### Placement by cell class, run 1

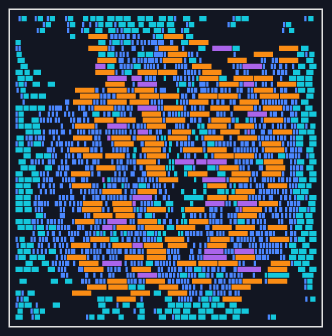
### Signal metal coverage by tile, run 1

The die is cut into 28 by 29 equal tiles; dark blue is low, red is high, scaled to the fullest tile. Values are wire area over tile area, all layers added.
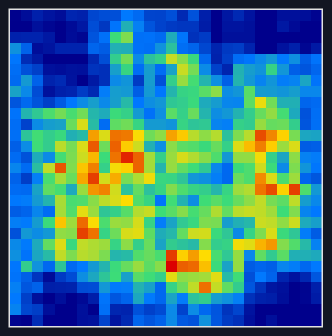
### The clock network, run 1

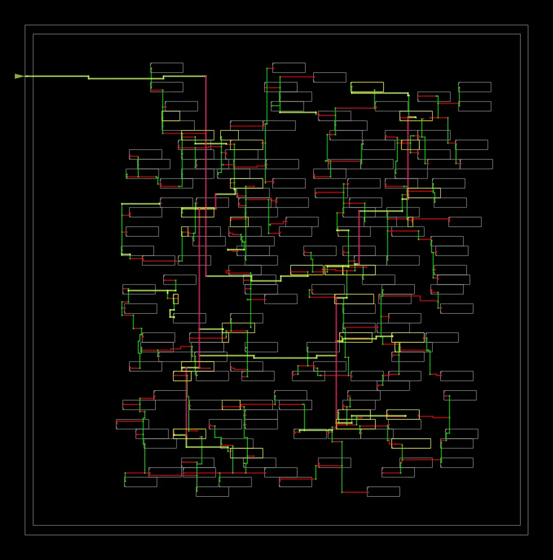
[src/rtl/fx_writeback_stage.sv]
// Result-evaluation stage of the fixed-point pipe: selects the writeback word,
// derives CR0, maintains XER and buffers results in a 2-entry in-order FIFO.
module fx_writeback_stage #(
  parameter int regWidth   = 5,
  parameter int FIFO_DEPTH = 2
) (
  input  logic                clock_i,
  input  logic                reset_i,
  input  logic                inValid_i,
  output logic                inReady_o,
  input  logic [127:0]        result_i,
  input  logic                selHigh_i,
  input  logic                isMul_i,
  input  logic                is64Bit_i,
  input  logic                carry_i,
  input  logic                carry32_i,
  input  logic                ov_i,
  input  logic                ov32_i,
  input  logic                updateCA_i,
  input  logic                updateOV_i,
  input  logic                recordCR0_i,
  input  logic [regWidth-1:0] regAddress_i,
  input  logic                xerWrite_i,
  input  logic [63:0]         xerData_i,
  output logic                wbValid_o,
  input  logic                wbReady_i,
  output logic [63:0]         wbData_o,
  output logic [regWidth-1:0] wbAddress_o,
  output logic                cr0Valid_o,
  output logic [3:0]          cr0_o,
  output logic [63:0]         xer_o
);

  // XER fields in big-endian bit numbering (bit 0 = MSB) map to vector bit 63-n.
  localparam int XER_SO   = 63 - 32;
  localparam int XER_OV   = 63 - 33;
  localparam int XER_CA   = 63 - 34;
  localparam int XER_OV32 = 63 - 44;
  localparam int XER_CA32 = 63 - 45;

  localparam logic [1:0] DEPTH = 2'(FIFO_DEPTH);

  typedef struct packed {
    logic [63:0]         data;
    logic [regWidth-1:0] addr;
    logic                cr0_valid;
    logic [3:0]          cr0;
  } wb_entry_t;

  wb_entry_t   mem [2];
  wb_entry_t   new_entry;
  wb_entry_t   head;
  logic        wr_ptr, rd_ptr;
  logic [1:0]  count;
  logic        full, empty, push, pop;
  logic [63:0] xer_q, xer_next;

  // Result fields: big-endian [0:63] is the high dword, [64:127] the low dword.
  logic [63:0] hi_dword, lo_dword, w, cmp;
  logic        mul_ov64, mul_ov32, ov_new, ov32_new, ca_new, so_new;
  logic        lt, gt, eq;
  logic        unused_xer_bits;

  assign unused_xer_bits = ^{xerData_i[63:32], xerData_i[30], xerData_i[28:20],
                             xerData_i[17:0]};

  assign full      = (count == DEPTH);
  assign empty     = (count == 2'd0);
  assign inReady_o = reset_i & ~full & ~xerWrite_i;
  assign push      = inValid_i & inReady_o;
  assign pop       = ~empty & wbReady_i;

  assign hi_dword = result_i[127:64];
  assign lo_dword = result_i[63:0];
  assign w        = selHigh_i ? hi_dword : lo_dword;

  // Product overflow: high part must be the sign extension of the kept part.
  assign mul_ov64 = hi_dword != {64{lo_dword[63]}};
  assign mul_ov32 = lo_dword[63:32] != {32{lo_dword[31]}};
  assign ov32_new = isMul_i ? mul_ov32 : ov32_i;
  assign ov_new   = isMul_i ? (is64Bit_i ? mul_ov64 : mul_ov32)
                            : (is64Bit_i ? ov_i : ov32_i);
  assign ca_new   = is64Bit_i ? carry_i : carry32_i;
  assign so_new   = xer_q[XER_SO] | (updateOV_i & ov_new);

  assign cmp = is64Bit_i ? w : {{32{w[31]}}, w[31:0]};
  assign lt  = cmp[63];
  assign eq  = (cmp == 64'd0);
  assign gt  = ~lt & ~eq;

  always_comb begin
    // NOTE: every always_comb output gets a default first so no latch is inferred.
    new_entry           = '0;
    new_entry.data      = w;
    new_entry.addr      = regAddress_i;
    new_entry.cr0_valid = recordCR0_i;
    if (recordCR0_i) new_entry.cr0 = {lt, gt, eq, so_new};
  end

  always_comb begin
    xer_next = xer_q;
    if (xerWrite_i) begin
      xer_next           = '0;
      xer_next[XER_SO]   = xerData_i[XER_SO];
      xer_next[XER_OV]   = xerData_i[XER_OV];
      xer_next[XER_CA]   = xerData_i[XER_CA];
      xer_next[XER_OV32] = xerData_i[XER_OV32];
      xer_next[XER_CA32] = xerData_i[XER_CA32];
    end else if (push) begin
      if (updateCA_i) begin
        xer_next[XER_CA]   = ca_new;
        xer_next[XER_CA32] = carry32_i;
      end
      if (updateOV_i) begin
        xer_next[XER_OV]   = ov_new;
        xer_next[XER_OV32] = ov32_new;
        xer_next[XER_SO]   = so_new;
      end
    end
  end

  // NOTE: sequential state uses non-blocking assignments so every flop samples
  // pre-edge values regardless of statement order.
  always_ff @(posedge clock_i or negedge reset_i) begin
    if (!reset_i) begin
      // NOTE: the two buffer entries are reset because the head drives the
      // outputs directly and must read as zero out of reset.
      mem[0] <= '0;
      mem[1] <= '0;
      wr_ptr <= 1'b0;
      rd_ptr <= 1'b0;
      count  <= 2'd0;
      xer_q  <= '0;
    end else begin
      xer_q <= xer_next;
      if (push) begin
        mem[wr_ptr] <= new_entry;
        wr_ptr      <= ~wr_ptr;
      end
      if (pop) rd_ptr <= ~rd_ptr;
      case ({push, pop})
        2'b10:   count <= count + 2'd1;
        2'b01:   count <= count - 2'd1;
        default: count <= count;
      endcase
    end
  end

  assign head        = mem[rd_ptr];
  assign wbValid_o   = ~empty;
  assign wbData_o    = head.data;
  assign wbAddress_o = head.addr;
  assign cr0Valid_o  = ~empty & head.cr0_valid;
  assign cr0_o       = head.cr0;
  assign xer_o       = xer_q;

endmodule
[config.mk]
export PLATFORM = sky130hd
export DESIGN_NAME = fx_writeback_stage
export DESIGN_NICKNAME = d
export VERILOG_FILES = /design/src/rtl/fx_writeback_stage.sv
export SDC_FILE = /design/constraint.sdc
export NUM_CORES = 1
export LEC_CHECK = 0
export ABC_AREA = 1
export CAP_MARGIN = 20
export CORE_AREA = 2 2 140 142
export DETAILED_ROUTE_END_ITERATION = 12
export DIE_AREA = 0 0 142 144
export GPL_TIMING_DRIVEN = 0
export HOLD_SLACK_MARGIN = 0.06
export PLACE_DENSITY = 0.94
export SLEW_MARGIN = 10
export SYNTH_ARGS = -nofsm -noshare
export SYNTH_HDL_FRONTEND = slang
export SYNTH_SLANG_ARGS = --single-unit
[constraint.sdc]
create_clock -name clock_i -period 3.32 [get_ports clock_i]
set_input_delay 0.332 -clock clock_i [delete_from_list [all_inputs] [get_ports clock_i]]
set_output_delay 0.332 -clock clock_i [all_outputs]
set_load 0.02 [all_outputs]
==> results.py, run 1 <==
# Flow results
metrics = {
    "status": {
        "outcome": "finished clean",
    },
    "detailed_routing": {
        "firstDrtPassIters": 8,
        "ant_nets": 0,
        "first_iter_violations": 1187,
        "drt-met1-wl_mm": 12.4,
    },
    "timing": {
        "slew_violations": 0,
        "tns_ns": 0,
        "fmax_mhz": 316,
        "finalSetupViolCount": 0,
        "worst_pin_slew_ns": 0.925,
        "max_slew_margin_pct": 38.3,
        "rsz0062_at_grt": "no",
        "min_period_ns": 3.16,
    },
    "cells_and_area": {
        "syn2layout_area_growth_pct": 39.4,
        "comb_area_um2": 4150,
        "fin_cells": 1854,
        "diodes": 0,
    },
    "synth": {
        "ys_warn_count": 0,
        "ys_cells": 1291,
        "netlist.area_leader.share_pct": 43.7,
    },
    "power": {
        "irDropWorstVdd_uv": 537,
    },
    "grt": {
        "grt_pass1_vias": 9808,
        "use_met1_pct": 40.2,
        "grt_use_met3_pct": 8.61,
    },
    "clock_tree": {
        "clockBufferDepth": 2,
        "root_buffer": "clkbuf_16",
    },
}
-- 'Placement by cell class' (at the start) --
| class | color | cells |
|---|---|---|
| flip-flops | orange | 157 |
| all other logic | blue | 1,071 |
| clock drivers and dummy loads | purple | 32 |
| other buffers and delay cells | cyan | 356 |
post-route cell area: 12,500 um^2
Seq area share: 31.3%
row count: 51
Core ar.: 19,100 um^2

-- 'Signal metal coverage by tile' (at the start) --
fullest tile: 0.82
nearly empty tiles: 7.0%
emptiest ninth of the die: north-west
GRT Resource Usage Total: 33.3%
final wirelength: 34.3 mm
via count: 10,300
Avg WL per Cell: 18.5 um

-- 'The clock network' (at the start) --
Max Clock Skew: 0.00577 ns
insertion delay to the later sink of the worst-skew pair: 0.43 ns
clkbuf count: 27
clock sink total: 157

run 1: sequential cells by signal, summed over array words and instances, names as in the netlist:
register  count
mem         148
rd_ptr        1
count         2
wr_ptr        1
xer_o         5
run 1: kinds of logic (layout without fill, tap and decap cells):
family	count (synthesis)	in the layout	synth area share, %
AND/OR/NAND/NOR	681	681	30.0
buffers and inverters	226	493	12.7
AND-OR/OR-AND	221	221	13.1
flip-flops	157	157	43.7
XOR/XNOR	3	3	0.292
adder cells (fa/ha/maj)	1	1	0.139
other	1	59	0.0417
multiplexers	1	1	0.111
run 1: cell usage after synthesis, drive strengths merged:
cell	instances
nor2	118
nand4	8
o21ai	170
o211ai	1
buf	87
a31oi	45
ha	1
o21a	1
mux2i	1
clkbuf	34
xor2	1
a21oi	4
nor3	14
nand3	19
and2	4
conb	1
and3	1
inv	105
xnor2	2
nand3b	7
nand2	494
dfrtp	157
or2	3
nor4	13
run 1: placed cells by master, fill, tap and decap left out, drive strengths merged, types with 2 or more instances in the layout:
master / synthesis / final
and2: 4 / 4
conb: 1 / 59
buf: 87 / 89
bufinv: 0 / 3
inv: 105 / 105
nand3b: 7 / 7
clkdlybuf4s50: 0 / 231
nor3: 14 / 14
xnor2: 2 / 2
o21ai: 170 / 170
a21oi: 4 / 4
nand3: 19 / 19
nand2: 494 / 494
nand4: 8 / 8
or2: 3 / 3
dfrtp: 157 / 157
nor2: 118 / 118
a31oi: 45 / 45
clkbuf: 34 / 62
nor4: 13 / 13
clkinv: 0 / 2
run 1: layout make-up:
cell class | instances | share of cell area, %
Multi-Input combinational cell | 966 | 33.1
Inverter | 105 | 3.14
Timing Repair Buffer | 235 | 19.0
Tap cell | 238 | 2.37
Sequential cell | 157 | 31.3
Buffer | 121 | 6.01
Clock inverter | 5 | 0.798
Clock buffer | 27 | 4.25
run 1: what timing repair did:
| action | CTS | global route |
|---|---|---|
| hold buffers | 1 | 0 |
| buffers inserted | 0 | 0 |
| gates cloned | 0 | 1 |
| resized | 2 | 12 |
| hold endpoints to repair | 51 | 0 |
| setup endpoints to repair | 6 | 76 |
| pin swaps | 0 | 0 |
run 1: critical path, cell delays in order (launching register included):
cell,delay [ns]
dfrtp_1,0.32
clkbuf_1,0.25
clkbuf_1,0.43
clkbuf_2,0.44
nand2_1,0.12
o21ai_0,0.14
clkdlybuf4s50_1,0.69
run 1: how the worst max path moves through the flow:
stage | startpoint | to | slack, ns | cells after the start
floorplan | count[0]$_DFFE_PN0P_ | count[1]$_DFFE_PN0P_ | 1.62 | 7
global placement | reset_i | mem[143]$_DFFE_PN0P_ | -4.85 | 8
detailed placement | reset_i | mem[144]$_DFFE_PN0P_ | 0.20 | 9
CTS | rd_ptr$_DFFE_PN0P_ | cr0_o[3] | 0.02 | 6
global route | rd_ptr$_DFFE_PN0P_ | wbData_o[57] | 0.04 | 6
finish | rd_ptr$_DFFE_PN0P_ | wbData_o[3] | 0.16 | 6
run 1: power by group:
group,total [mW],internal (mW),switching (mW),leakage [nW]
registers,3.22,2.80,0.412,1.91
clock network,2.09,1.32,0.771,0.314
logic,5.15,2.05,3.10,3.86
total,10.5,6.18,4.28,6.08
==> run 1 -> run 2 <==
--- a/config.mk
+++ b/config.mk
@@ -10,7 +10,6 @@
 export CORE_AREA = 2 2 140 142
 export DETAILED_ROUTE_END_ITERATION = 12
 export DIE_AREA = 0 0 142 144
-export GPL_TIMING_DRIVEN = 0
 export HOLD_SLACK_MARGIN = 0.06
 export PLACE_DENSITY = 0.94
 export SLEW_MARGIN = 10
### Clock network drawn from the DEF, run 2

Scale bar: 50 um.
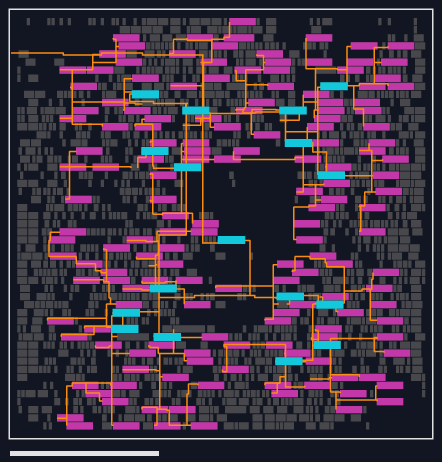
[cells driving clock nets] cyan | count: 17
[flip-flops] magenta | count: 157
[clock wires] orange | length: 1,980 um
flops lie: widely spread
routed clock nets: 18
Clock power frac: 20.0%
Clock Power: 1.98 mW
Max Clock Skew: 0.00670 ns

==> run 2 against run 1 <==
Compared with the run above: utilization down 3.5 points; sequential power is 3% higher; synthesized cell count is the same; die size unchanged; cell count down 5.8%; combinational power fell by 11%; highest routed layer unchanged.
==> results.py, run 2 <==
# Flow results
metrics = {
    "floorplanning": {
        "core_um2": 19100,
    },
    "detailed_routing": {
        "first_iter_violations": 786,
        "routedWlPerCell_um": 16.1,
        "ant_nets": 0,
        "firstDrtPassIters": 5,
    },
    "clock_tree": {
        "cts_resized": 0,
        "clockBufferDepth": 2,
        "clk_latency_ns": 0.43,
        "hold_buffers": 1,
        "root_buffer": "clkbuf_16",
    },
    "setup_path": {
        "slowest_stage": "dfrtp_4",
        "critPathTopFamily": "buffers and inverters",
        "path_cells": "buf_4, nand2_1, o21ai_0, clkdlybuf4s50_1",
        "cpPeakStageDelay_ns": 0.91,
    },
    "timing": {
        "tns_ns": 0,
        "finalSetupViolCount": 0,
        "min_period_ns": 2.90,
    },
    "cells_and_area": {
        "largest_reg_flops": 148,
        "top_register": "mem",
        "syn2layout_area_growth_pct": 32.0,
    },
    "status": {
        "outcome": "finished clean",
    },
    "synth": {
        "netlist.area_leader.share_pct": 43.7,
        "ys_cells": 1291,
        "top_cell": "nand2_1",
    },
    "grt": {
        "grt_pass1_vias": 8885,
    },
}
### Signal wires on met4, run 2

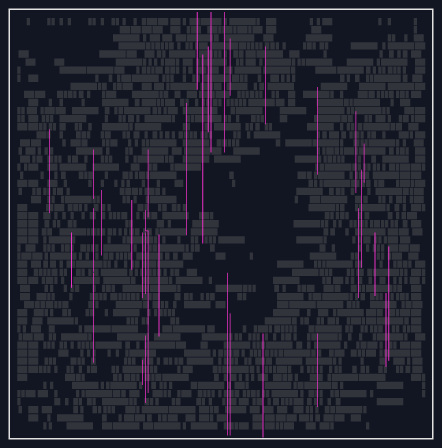
share of all routed wire: 3.6%
wire length on this layer: 1,020 um
longest straight run: 63.2 um
main direction: vertical
nets with wire on the layer: 32
via count: 9,109
final wirelength: 28.1 mm

run 2: layer usage:
metal	global-route usage [%]	vias up	share of wire, %	wire (um)
met5	0	-	0	0
met2	47.3	456	48	13600
met4	12.0	0	3.6	1020
met3	5.89	75	8.1	2270
met1	34.4	4191	40	11200
li1	-	4387	-	-
run 2: path summary, 6_finish.rpt:
check | slack, ns | start | cells after the start | end
worst max-delay path | 0.42 | rd_ptr$_DFFE_PN0P_ | 4 | wbData_o[30]
worst min-delay path | 0.38 | reset_i | 2 | mem[98]$_DFFE_PN0P_
worst max register to register | 1.27 | count[0]$_DFFE_PN0P_ | 6 | mem[109]$_DFFE_PN0P_
worst min register to register | 0.48 | mem[33]$_DFFE_PN0P_ | 2 | mem[33]$_DFFE_PN0P_
max in group asynchronous | 1.38 | reset_i | 4 | mem[58]$_DFFE_PN0P_
min in group clock_i | 0.47 | regAddress_i[4] | 3 | mem[9]$_DFFE_PN0P_
run 2: cell families after synthesis:
family	Yosys count	share of synthesized area (%)
other	1	0.0417
AND/OR/NAND/NOR	681	30.0
AND-OR/OR-AND	221	13.1
adder cells (fa/ha/maj)	1	0.139
buffers and inverters	226	12.7
multiplexers	1	0.111
flip-flops	157	43.7
XOR/XNOR	3	0.292
run 2: cell type report:
class                      count  share of cell area, %
tap                          238                   2.51
clock buffer                  18                   3.70
timing repair buffer         249                   21.0
multi-input combinational    966                   35.0
sequential                   157                   33.1
inverter                     105                   3.33
clock inverter                14                   1.35
run 2: per-stage QoR:
step / instances / area (um^2)
2_1_floorplan: 1349 / 9220
3_3_place_gp: 1714 / 11300
3_5_place_dp: 1714 / 11300
4_1_cts: 1747 / 11900
5_1_grt: 1747 / 11900
6_report: 1747 / 11900
run 2: where the power goes:
part | leakage [nW] | switching, mW | internal [mW]
registers | 1.90 | 0.531 | 2.80
logic | 3.39 | 2.60 | 1.99
clock network | 0.274 | 0.842 | 1.14
run 2: worst reg2reg max path, stage by stage, from the launching register on:
cell	delay (ns)
dfrtp_1	0.44
inv_1	0.09
a21oi_2	0.22
nand2_1	0.19
nor2_4	0.16
buf_4	0.56
o21ai_0	0.24
Power is estimated from default activity; no workload was simulated.
